**src/rtl/battleship_game_ctrl_if.sv**
```systemverilog
// Shot handshake between the turn sequencer (master) and the board datapath (slave).
interface battleship_game_ctrl_if #(
  parameter int IDX_W = 7
);
  logic             shot_req;
  logic [IDX_W-1:0] shot_cell;
  logic             shot_ack;
  logic             shot_hit;
  logic             shot_repeat;

  modport master (output shot_req, shot_cell, input shot_ack, shot_hit, shot_repeat);
  modport slave  (input shot_req, shot_cell, output shot_ack, shot_hit, shot_repeat);
endinterface

```
**src/rtl/battleship_game_ctrl.sv**
```systemverilog
// Battleship turn sequencer: cursor, fire handshake, scoring, player alternation,
// per-turn timeout and winner detection.
module battleship_game_ctrl #(
  parameter int GRID_W       = 10,
  parameter int GRID_H       = 10,
  parameter int IDX_W        = 7,
  parameter int WIN_HITS     = 17,
  parameter int TURN_TIMEOUT = 1000
) (
  input  logic                   clk,
  input  logic                   reset_n,
  input  logic                   start_btn,
  input  logic                   reset_btn,
  input  logic                   btn_up,
  input  logic                   btn_down,
  input  logic                   btn_left,
  input  logic                   btn_right,
  input  logic                   btn_select,
  output logic [IDX_W-1:0]       selected_cell,
  battleship_game_ctrl_if.master shot_if,
  output logic                   player,
  output logic [4:0]             hits_p0,
  output logic [4:0]             hits_p1,
  output logic                   game_over,
  output logic                   winner,
  output logic                   turn_timeout
);
  localparam logic [2:0] S_IDLE   = 3'd0;
  localparam logic [2:0] S_AIM    = 3'd1;
  localparam logic [2:0] S_FIRE   = 3'd2;
  localparam logic [2:0] S_SWITCH = 3'd3;
  localparam logic [2:0] S_OVER   = 3'd4;

  localparam int RW = (GRID_H > 1) ? $clog2(GRID_H) : 1;
  localparam int CW = (GRID_W > 1) ? $clog2(GRID_W) : 1;
  localparam int TW = (TURN_TIMEOUT > 0) ? $clog2(TURN_TIMEOUT + 1) : 1;

  localparam logic [RW-1:0] ROW_MAX = RW'(GRID_H - 1);
  localparam logic [CW-1:0] COL_MAX = CW'(GRID_W - 1);
  localparam logic [TW-1:0] T_LAST  = TW'(TURN_TIMEOUT - 1);
  localparam logic [4:0]    WIN     = 5'(WIN_HITS);

  logic [2:0]       state_q, state_d;
  logic             player_q, player_d;
  logic [4:0]       hits0_q, hits0_d, hits1_q, hits1_d;
  logic [RW-1:0]    row_q, row_d;
  logic [CW-1:0]    col_q, col_d;
  logic [TW-1:0]    timer_q, timer_d;
  logic [IDX_W-1:0] cell_q, cell_d;
  logic [4:0]       hits_cur, hits_nxt;

  assign selected_cell    = IDX_W'(row_q) * IDX_W'(GRID_W) + IDX_W'(col_q);
  assign shot_if.shot_req  = (state_q == S_FIRE);
  assign shot_if.shot_cell = cell_q;
  assign player           = player_q;
  assign hits_p0          = hits0_q;
  assign hits_p1          = hits1_q;
  assign game_over        = (state_q == S_OVER);
  assign winner           = game_over & player_q;

  assign hits_cur = player_q ? hits1_q : hits0_q;
  assign hits_nxt = (hits_cur == WIN) ? hits_cur : hits_cur + 5'd1;

  always_comb begin
    state_d      = state_q;
    player_d     = player_q;
    hits0_d      = hits0_q;
    hits1_d      = hits1_q;
    row_d        = row_q;
    col_d        = col_q;
    timer_d      = timer_q;
    cell_d       = cell_q;
    turn_timeout = 1'b0;

    // reset_btn overrides everything, including an outstanding fire request
    if (reset_btn) begin
      state_d  = S_IDLE;
      player_d = 1'b0;
      hits0_d  = '0;
      hits1_d  = '0;
      row_d    = '0;
      col_d    = '0;
      timer_d  = '0;
    end else begin
      case (state_q)
        S_IDLE, S_OVER: begin
          if (start_btn) begin
            state_d  = S_AIM;
            player_d = 1'b0;
            hits0_d  = '0;
            hits1_d  = '0;
            row_d    = '0;
            col_d    = '0;
            timer_d  = '0;
          end
        end
        S_AIM: begin
          // select outranks both the timeout and any same-cycle move
          if (btn_select) begin
            state_d = S_FIRE;
            cell_d  = selected_cell;
          end else if (TURN_TIMEOUT != 0 && timer_q == T_LAST) begin
            state_d      = S_SWITCH;
            turn_timeout = 1'b1;
          end else begin
            timer_d = timer_q + 1'b1;
            if (btn_up) begin
              if (row_q != '0) row_d = row_q - 1'b1;
            end else if (btn_down) begin
              if (row_q != ROW_MAX) row_d = row_q + 1'b1;
            end else if (btn_left) begin
              if (col_q != '0) col_d = col_q - 1'b1;
            end else if (btn_right) begin
              if (col_q != COL_MAX) col_d = col_q + 1'b1;
            end
          end
        end
        S_FIRE: begin
          if (shot_if.shot_ack) begin
            if (shot_if.shot_repeat) begin
              state_d = S_AIM;
              timer_d = '0;
            end else if (shot_if.shot_hit) begin
              if (player_q) hits1_d = hits_nxt;
              else          hits0_d = hits_nxt;
              state_d = (hits_nxt == WIN) ? S_OVER : S_SWITCH;
            end else begin
              state_d = S_SWITCH;
            end
          end
        end
        S_SWITCH: begin
          player_d = ~player_q;
          timer_d  = '0;
          state_d  = S_AIM;
        end
        default: state_d = S_IDLE;
      endcase
    end
  end

  always_ff @(posedge clk or negedge reset_n) begin
    if (!reset_n) begin
      state_q  <= S_IDLE;
      player_q <= 1'b0;
      hits0_q  <= '0;
      hits1_q  <= '0;
      row_q    <= '0;
      col_q    <= '0;
      timer_q  <= '0;
      cell_q   <= '0;
    end else begin
      state_q  <= state_d;
      player_q <= player_d;
      hits0_q  <= hits0_d;
      hits1_q  <= hits1_d;
      row_q    <= row_d;
      col_q    <= col_d;
      timer_q  <= timer_d;
      cell_q   <= cell_d;
    end
  end
endmodule

```
**src/flat_wrapper.sv**
```systemverilog
// flat-port wrapper written by rule: the top's interface ports become plain ports
module battleship_game_ctrl_flat 
#(
  parameter int GRID_W       = 10,
  parameter int GRID_H       = 10,
  parameter int IDX_W        = 7,
  parameter int WIN_HITS     = 17,
  parameter int TURN_TIMEOUT = 1000
)
  (clk, reset_n, start_btn, reset_btn, btn_up, btn_down, btn_left, btn_right, btn_select, selected_cell, player, hits_p0, hits_p1, game_over, winner, turn_timeout, shot_if_shot_req, shot_if_shot_cell, shot_if_shot_ack, shot_if_shot_hit, shot_if_shot_repeat);
  battleship_game_ctrl_if #(.IDX_W(IDX_W)) shot_if_i ();
  input  logic clk;
  input  logic reset_n;
  input  logic start_btn;
  input  logic reset_btn;
  input  logic btn_up;
  input  logic btn_down;
  input  logic btn_left;
  input  logic btn_right;
  input  logic btn_select;
  output logic [IDX_W-1:0] selected_cell;
  output logic player;
  output logic [4:0] hits_p0;
  output logic [4:0] hits_p1;
  output logic game_over;
  output logic winner;
  output logic turn_timeout;
  output wire logic [$bits(shot_if_i.shot_req)-1:0] shot_if_shot_req;
  output wire logic [$bits(shot_if_i.shot_cell)-1:0] shot_if_shot_cell;
  input wire logic [$bits(shot_if_i.shot_ack)-1:0] shot_if_shot_ack;
  input wire logic [$bits(shot_if_i.shot_hit)-1:0] shot_if_shot_hit;
  input wire logic [$bits(shot_if_i.shot_repeat)-1:0] shot_if_shot_repeat;
  assign shot_if_shot_req = shot_if_i.shot_req;
  assign shot_if_shot_cell = shot_if_i.shot_cell;
  assign shot_if_i.shot_ack = shot_if_shot_ack;
  assign shot_if_i.shot_hit = shot_if_shot_hit;
  assign shot_if_i.shot_repeat = shot_if_shot_repeat;
  battleship_game_ctrl #(.GRID_W(GRID_W), .GRID_H(GRID_H), .IDX_W(IDX_W), .WIN_HITS(WIN_HITS), .TURN_TIMEOUT(TURN_TIMEOUT)) u_core (.clk(clk), .reset_n(reset_n), .start_btn(start_btn), .reset_btn(reset_btn), .btn_up(btn_up), .btn_down(btn_down), .btn_left(btn_left), .btn_right(btn_right), .btn_select(btn_select), .selected_cell(selected_cell), .shot_if(shot_if_i), .player(player), .hits_p0(hits_p0), .hits_p1(hits_p1), .game_over(game_over), .winner(winner), .turn_timeout(turn_timeout));
endmodule
```
**config.mk**
```make
export PLATFORM = sky130hd
export DESIGN_NAME = battleship_game_ctrl_flat
export DESIGN_NICKNAME = d
export VERILOG_FILES = /design/src/rtl/battleship_game_ctrl_if.sv /design/src/rtl/battleship_game_ctrl.sv /design/src/flat_wrapper.sv
export SDC_FILE = /design/constraint.sdc
export NUM_CORES = 1
export LEC_CHECK = 0
export CAP_MARGIN = 0
export CORE_AREA = 2 2 84 86
export DETAILED_ROUTE_END_ITERATION = 8
export DIE_AREA = 0 0 86 88
export PLACE_DENSITY = 0.67
export SLEW_MARGIN = 40
export SYNTH_ARGS = -nofsm -noshare
export SYNTH_HDL_FRONTEND = slang
export SYNTH_SLANG_ARGS = --single-unit
```
**constraint.sdc**
```tcl
create_clock -name clk -period 2.9 [get_ports clk]
set_input_delay 0.435 -clock clk [delete_from_list [all_inputs] [get_ports clk]]
set_output_delay 0.435 -clock clk [all_outputs]
set_load 0.01 [all_outputs]
```
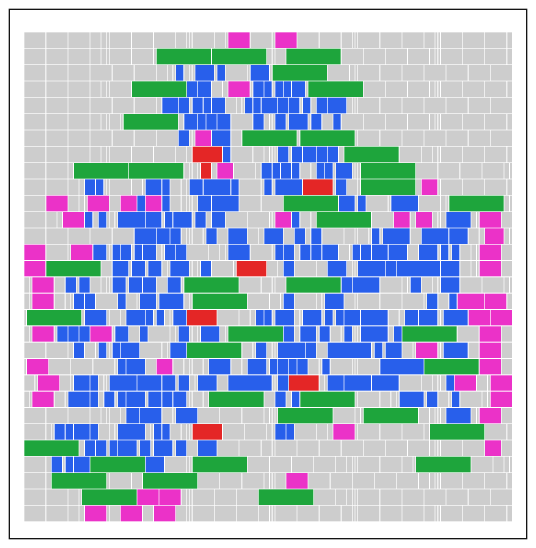
Run 1: placement by cell class
Drawn at 6 px/um. Fill, decap, tap and diode cells in gray.
[registers] green | cells: 39 | share of their area: 32%
[clock drivers and dummy loads] red | cells: 7 | share of their area: 2.8%
[remaining buffers and delay cells] magenta | cells: 49 | share of their area: 15%
[remaining logic cells] blue | cells: 239 | share of their area: 51%

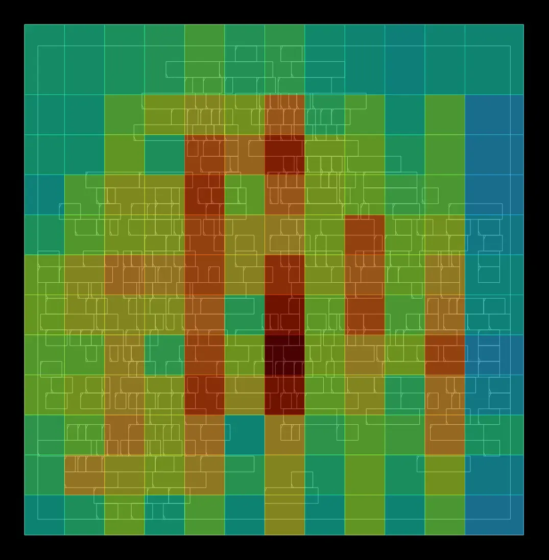
Run 1: track usage over the die
post-layout utilization of the core: 48.1%
global router's overall resource usage: 17.1%
grt met1 use: 23.0%
met3 layer usage reported by global route: 3.20%
GRT Max-Usage Layer: met2

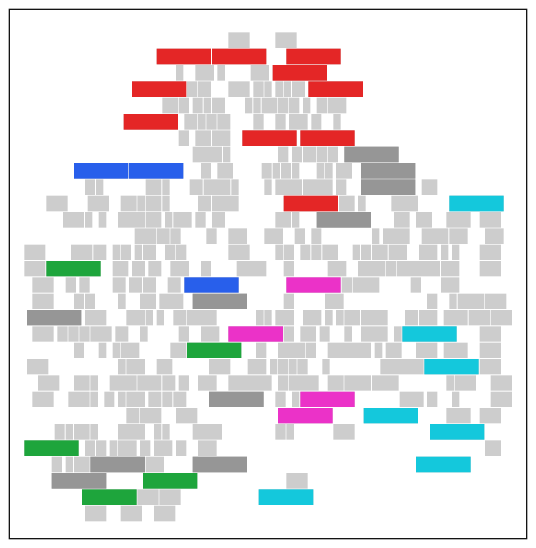
Run 1: sequential cells colored by netlist name
Drawn at 6 px/um. Other sequential cells in the stronger gray, the rest of the logic in the fainter gray.
[u_core.state_q] blue | sequential cells: 3
[u_core.shot_if.shot_cell] cyan | sequential cells: 7
[u_core.hits_p1] green | sequential cells: 5 | where: lower left
[u_core.timer_q] red | sequential cells: 10 | where: top center
[u_core.col_q] magenta | sequential cells: 4
not colored: 10

==> summary.txt, run 1 <==
State of the implementation.

- The clock sink total is 39, for reference.
- The count of endpoints failing setup in the final report is 0, for reference.
- The largest vdd supply drop is 261 uV, for reference.
- The number of warnings reported in the stage logs is 27.
- The via total after detailed routing is 2316, for reference.
- The script logs the ratio of routed vias to standard cells as 5.59.
- The total core area is 6640 um2, for reference.
- The biggest area consumer among synthesized cells is dfrtp_1, for reference.
- Between the synthesized netlist and the finished layout, the area growth was recorded as 23.0%.
- The root buffer cell chosen for the clock tree is clkbuf_8.
- TritonRoute reported its final design rule violation total as 0.
- The number of top-level pins is 41, for reference.
- The relative slew slack is 65.6%, for reference.
- The maximum buffer depth of the clock tree is 2, for reference.
- The summed negative setup slack over all endpoints is 0 ns, for reference.
- The highest attainable clock frequency is 358 MHz, for reference.
- The capture point of the critical path is selected_cell[4], for reference.
- The report lists the number of cells resized after CTS as 1.
- The H-tree depth is 2, for reference.
- The synthesized flop and latch total is 39, for reference.
- The pin count of the biggest net entering global routing is 40, for reference.
- In the Yosys stats the netlist draws on 49 distinct library cells.
- Setup repair after global routing left no endpoint under its margin.
- The average wire length per cell after detail routing is 14.4 um, for reference.
- In this run the post-CTS setup repair buffer count came out at 0.
- The die is 88 um tall.
- The main area contributors are dfrtp_1 38%, o21ai_0 6.6%, ha_1 6.3%.
- The switching share of power is 38.8%, for reference.
- STA on the placed design reports a worst setup slack of 0.193 ns.
- The flow ran to the end, and the final reports show no timing, DRC or antenna violations.
- STA classifies the critical path startpoint as a flop.
- The switching power of the nets is 0.861 mW, for reference.
- The mean instance size in the synthesized netlist is 8.98 um2, for reference.
- The first global-routing pass estimated 10400 um of wire.
- The synthesized netlist occupies a cell area of 2600 um2.
- The run reported a max-capacitance violation count of 0.
- At the worst endpoint, the arrival time is 2.36 ns.
- The total non-filler cell area in the finished layout is 3190 um2, for reference.
- The synthesis area per yosys is 2600 um2, for reference.
- According to the floorplan report, the die width is 86 um.
- In the synthesized netlist, the cells that appear most often are 39 x dfrtp_1, 34 x o21ai_0, 29 x nand2_1, 21 x nor2_1.
- The count of cells in the finished layout, fillers not included, comes to 414.
- The clock tree from TritonCTS is built, for reference.
- The floorplan step defined a die boundary enclosing 7570 um2.
- The post-synth count of flops with an enable pin is 0.
- The clock network is responsible for 17.0% of the overall power.
- The minimum setup slack in the final design is 0.104 ns, for reference.
run 1: cells by family (layout without fill, tap and decap cells):
| group | after synthesis | count (layout) | synth area share [%] |
|---|---|---|---|
| simple gates | 97 | 97 | 18.9 |
| fa+ha+maj | 17 | 17 | 9.35 |
| mux | 10 | 10 | 4.10 |
| flops | 39 | 39 | 37.6 |
| buf+inv | 26 | 71 | 4.39 |
| compound gates | 87 | 87 | 21.3 |
| xor+xnor | 13 | 13 | 4.39 |
run 1: state kept, by name, indices dropped and copies added, names as in the netlist:
signal	count
u_core.timer_q	10
u_core.shot_if.shot_cell	7
u_core.hits_p0	5
u_core.hits_p1	5
u_core.col_q	4
u_core.row_q	4
u_core.state_q	3
u_core.player	1
run 1: worst max-delay path: stages (launching register included):
cell and delay [ns]:
dfrtp_1 0.46, ha_1 0.31, ha_1 0.32, a21oi_1 0.23, xnor2_1 0.18, clkdlybuf4s50_1 0.57
run 1: per-layer routing:
layer / vias up / share of wire (%) / wire, um / track usage, %
met5: - / 0 / 0 / 0
met4: 0 / 1.8 / 110 / 6.49
met3: 10 / 5.3 / 314 / 3.20
met2: 75 / 46 / 2740 / 27.4
met1: 1087 / 47 / 2790 / 23.0
li1: 1144 / - / - / -
run 1: layout make-up:
type | count | area [um2]
inverter | 15 | 56.3
sequential | 39 | 976
clock buffer | 6 | 82.6
tap | 80 | 100
multi-input combinational | 224 | 1510
clock inverter | 1 | 5.00
fill | 641 | 3450
timing repair buffer | 49 | 467
run 1: power by group through the flow:
stage	registers (mW)	logic, mW	clock network, mW
after floorplan	0.743	0.676	0
after global placement	0.750	1.10	0
after detailed placement	0.754	1.11	0
after CTS	0.743	1.11	0.391
after global routing	0.763	1.23	0.415
final	0.744	1.10	0.377
Run 1, routed clock nets over the placement:
Drawn at 6 px/um.
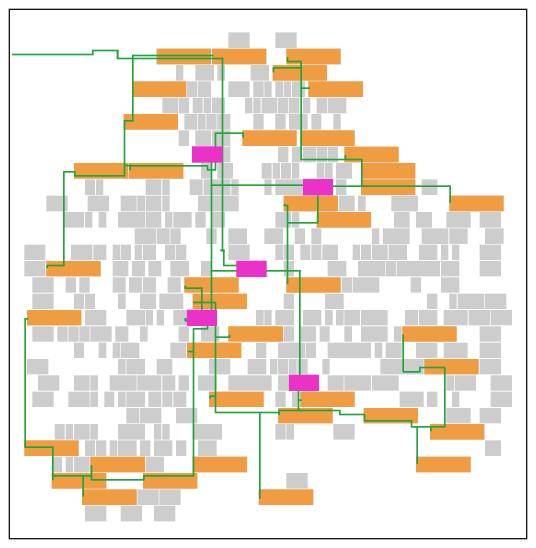

--- run 2 (diff from run 1) ---
--- a/config.mk
+++ b/config.mk
@@ -10,7 +10,6 @@
 export DETAILED_ROUTE_END_ITERATION = 8
 export DIE_AREA = 0 0 86 88
 export PLACE_DENSITY = 0.67
-export SLEW_MARGIN = 40
 export SYNTH_ARGS = -nofsm -noshare
 export SYNTH_HDL_FRONTEND = slang
 export SYNTH_SLANG_ARGS = --single-unit
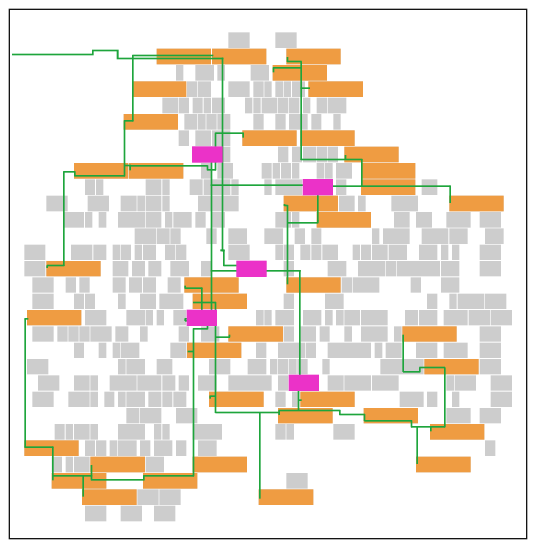
Run 2: routed clock nets over the placement
Drawn at 6 px/um.
[clock wires] green | length: 565 um
[clock-net drivers] magenta | count: 5
[flip-flops] orange | count: 39
routed clock nets: 6

==> run 2 against run 1 <==
Synthesized cell count did not move. Critical path depth did not move. Hold slack improved by 0.16 ns. Sequential cell count did not move. Global-route usage did not move. Critical endpoint unchanged. Largest power group unchanged. Highest routed layer unchanged.
==> summary.txt, run 2 <==
State of the implementation.

- The total non-filler cell area in the finished layout is 3190 um2, for reference.
- The top power group is combinational logic, for reference.
- The area occupied by multi-input gates is 1510 um2, for reference.
- The register area is 976 um2, for reference.
- The switching share of power is 38.8%, for reference.
- The report lists the cells along the critical path as ha_1 > ha_1 > a21oi_1 > xnor2_1 > clkdlybuf4s50_1.
- The synthesis area per yosys is 2600 um2, for reference.
- The area growth from synthesis to layout is 22.9%.
- The run finished with clean final reports.
- The die is 88 um tall.
- Per STA, the worst path accumulates the most delay in the family adder cells.
- The worst slack at placement is 0.193 ns, for reference.
- Yosys mapped a number of flops with a built-in enable equal to 0.
- The flop share of the area is 30.6%, for reference.
- The power in combinational cells is 1.10 mW, for reference.
- The average wire length per cell after detail routing is 14.4 um, for reference.
- The clock buffers instantiated in the layout total 6.
- The synthesized netlist occupies a cell area of 2600 um2.
- The number of flip-flops in the largest register is 10, for reference.
- The clock tree from TritonCTS is built, for reference.
- The stage-log warning count is 27, for reference.
- Clock tree synthesis found a total of 39 sinks.
- The highest attainable clock frequency is 358 MHz, for reference.
- The number of logic stages on the critical path including buffering is 5, for reference.
- The power in sequential cells is 0.744 mW, for reference.
- The register containing the most flip-flops in the final layout is u_core.timer_q, for reference.
- The DRC violation total left in the routed layout is recorded as 0.
- The floorplan step set the die width to 86 um.
==> run 2: repair_timing <==
item,4_1_cts,5_1_grt
gates resized,1,2
gates cloned,0,0
pin swaps,0,0
endpoints found under the setup margin,1,1
setup buffers,0,0
==> run 2: routing by layer <==
metal  share of wire, %  up-vias  track usage (%)
met2                 46       75             27.4
met4                1.8        0             6.49
met5                  0        -                0
met3                5.3       10             3.20
met1                 47     1087             23.0
li1                   -     1144                -
==> run 2: final timing paths <==
path                                                    startpoint                                 endpoint  slack [ns]
max                                    u_core.row_q[2]$_DFFE_PN0P_                         selected_cell[4]        0.10
min                                                        reset_n  u_core.shot_if.shot_cell[3]$_DFFE_PN0P_        0.26
max reg2reg                              u_core.player$_DFFE_PN0P_            u_core.state_q[1]$_DFFE_PN0P_        0.45
min reg2reg                u_core.shot_if.shot_cell[0]$_DFFE_PN0P_  u_core.shot_if.shot_cell[0]$_DFFE_PN0P_        0.50
max in group asynchronous                                  reset_n            u_core.timer_q[1]$_DFFE_PN0P_        2.06
min in group clk           u_core.shot_if.shot_cell[0]$_DFFE_PN0P_  u_core.shot_if.shot_cell[0]$_DFFE_PN0P_        0.50
==> run 2: worst reg2reg max path, delay by kind of cell (launching register included) <==
family	cells	cell delay [ns]
multiplexers	1	0.38
adder cells (fa/ha/maj)	1	0.27
AND-OR/OR-AND	2	0.18
AND/OR/NAND/NOR	2	0.63
flip-flops	1	0.55
XOR/XNOR	1	0.23
buffers and inverters	1	0.13
==> run 2: cell families after synthesis <==
| group | share of synthesized area (%) |
|---|---|
| buf+inv | 4.39 |
| mux | 4.10 |
| xor+xnor | 4.39 |
| simple gates | 18.9 |
| fa+ha+maj | 9.35 |
| compound gates | 21.3 |
| flops | 37.6 |
Run 2, placement by cell class:
Drawn at 6 px/um. Fill, decap, tap and diode cells in gray.
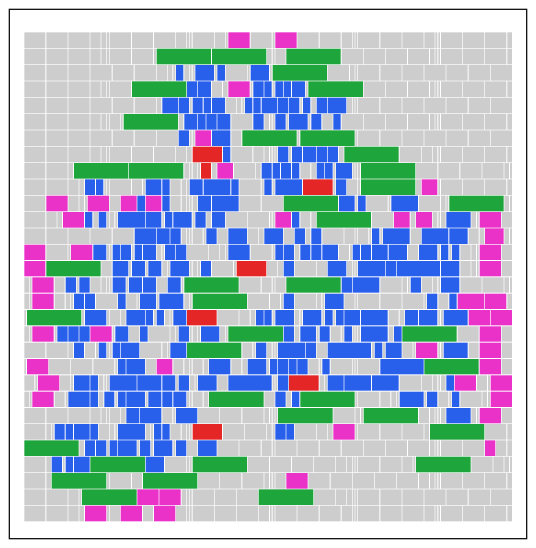

--- run 3 (diff from run 2) ---
==> constraint.sdc (replaced) <==
create_clock -name clk -period 2.9 [get_ports clk]
set_input_delay 0.58 -clock clk [delete_from_list [all_inputs] [get_ports clk]]
set_output_delay 0.58 -clock clk [all_outputs]
set_load 0.01 [all_outputs]
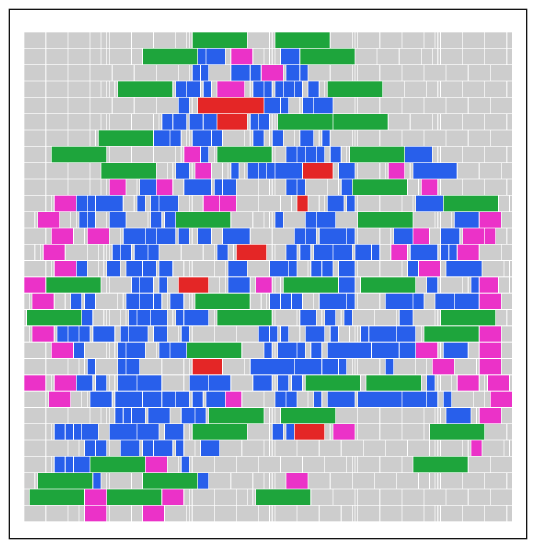
Run 3: placement by cell class
Drawn at 6 px/um. Fill, decap, tap and diode cells in gray.
[remaining buffers and delay cells] magenta | cells: 52 | share of their area: 15%
[registers] green | cells: 39 | share of their area: 31%
[remaining logic cells] blue | cells: 239 | share of their area: 50%
[clock drivers and dummy loads] red | cells: 8 | share of their area: 3.7%

==> run 3 against run 2 <==
Critical path depth stayed put. Via count is 1.2% higher. Design area is 1.7% higher. First-iteration DRC count is 28% higher. Clock skew is 0.00064 ns higher. Register-to-register slack worse by 0.02 ns. Sequential share of layout area is 0.52 points lower. Core utilization is 0.83 points higher. Hold slack better by 0.14 ns. Sequential power is 3% lower. Count of clock-buffer cells in the layout stayed put. Die size stayed put.
==> summary.txt, run 3 <==
State of the implementation.

- The flow ran to the end, and the final reports show no timing, DRC or antenna violations.
- Setup total negative slack on the finished layout was measured at 0 ns.
- For the completed layout, the total cell area is recorded as 3250 um2.
- The filler-free cell count of the finished design is 418, for reference.
- The synthesis stat section lists a flop and latch total of 39.
- Averaged over all synthesized cells, the footprint is 8.98 um2.
- The register area is 976 um2, for reference.
- The flow measured a signed area growth from synthesis to layout of 25.0%.
- The die width is 86 um, for reference.
- Setup repair after global routing could not meet its margin everywhere.
- The stage-log warning count is 29, for reference.
- In this run, power in the clock network comes to 0.488 mW.
- The count of filler cells inserted in the layout is 624, for reference.
- The switching share of power is 37.9%, for reference.
- The global router reports that the layer with the highest usage is met2.
- Summing over every cut layer, the via total after detailed routing is 2343.
- The power in sequential cells is 0.724 mW, for reference.
- The largest vdd supply drop is 268 uV, for reference.
- The number of top-level pins is 41, for reference.
- The count of max-cap constraint violations is 0, for reference.
- Cells fill 48.9% of the core in the end.
- The number of flops mapped to enable cells by yosys is 0, for reference.
- The flow reports power dissipated in combinational cells as 1.15 mW.
- The pin count of the biggest net entering global routing is 40, for reference.
- The layout report lists the multi-input gate area as 1510 um2.
- The category of the worst setup path launch point is a flop, for reference.
- The clock tree from TritonCTS is built, for reference.
- The global routing usage summed across all routing layers is 17.2%, for reference.
- The synthesis area per yosys is 2600 um2, for reference.
- The sum of routed wire segments on met1 is 2920 um, for reference.
- The synthesis report lists the most area-consuming cells as dfrtp_1 38%, o21ai_0 6.6%, ha_1 6.3%.
- The clock passes through at most 2 buffers.
- The H-tree depth is 2, for reference.
- The data arrival time reported for the critical path is 2.27 ns.
- u_core.timer_q holds more flip-flops than any other register.
- In this run the cell area of the synthesized design comes to 2600 um2.
- In this run the power spent charging and discharging nets is 0.896 mW.
- The highest attainable clock frequency is 350 MHz, for reference.
- Sorting the synthesized cells by how often they occur yields 39 x dfrtp_1, 34 x o21ai_0, 29 x nand2_1, 21 x nor2_1.
==> run 3: worst paths after layout <==
| kind | start | to | slack [ns] | cells past startpoint |
|---|---|---|---|---|
| setup / recovery | u_core.row_q[0]$_DFFE_PN0P_ | selected_cell[4] | 0.05 | 5 |
| hold / removal | reset_n | u_core.shot_if.shot_cell[2]$_DFFE_PN0P_ | 0.41 | 1 |
| setup reg to reg | u_core.player$_DFFE_PN0P_ | u_core.state_q[1]$_DFFE_PN0P_ | 0.43 | 8 |
| hold reg to reg | u_core.shot_if.shot_cell[0]$_DFFE_PN0P_ | u_core.shot_if.shot_cell[0]$_DFFE_PN0P_ | 0.50 | 2 |
| max in group asynchronous | reset_n | u_core.timer_q[1]$_DFFE_PN0P_ | 1.92 | 1 |
| min in group clk | u_core.shot_if.shot_cell[0]$_DFFE_PN0P_ | u_core.shot_if.shot_cell[0]$_DFFE_PN0P_ | 0.50 | 2 |
==> run 3: worst max-delay path, cell delays in order, from the launching register on <==
cell and delay (ns):
dfrtp_1 0.38, ha_1 0.31, ha_1 0.32, a21oi_1 0.23, xnor2_1 0.17, clkdlybuf4s50_1 0.57
==> run 3: timing repair <==
item,4_1_cts,5_1_grt
setup endpoints to repair,2,5
setup buffers,0,0
resized,4,3
==> run 3: final cells by class <==
class	count	area share, %
multi-input cells	224	46.6
flip-flops and latches	39	30.1
repair buffers	52	14.8
well taps	80	3.08
clock buffers	6	2.54
inverters	15	1.73
clock inverters	2	1.08
==> run 3: cell families (layout without fill, tap and decap cells) <==
logic type,count (synthesis),after routing,synth area share [%]
compound gates,87,87,21.3
xor+xnor,13,13,4.39
fa+ha+maj,17,17,9.35
buf+inv,26,75,4.39
flops,39,39,37.6
mux,10,10,4.10
simple gates,97,97,18.9
Power and IR drop assume default switching activity.
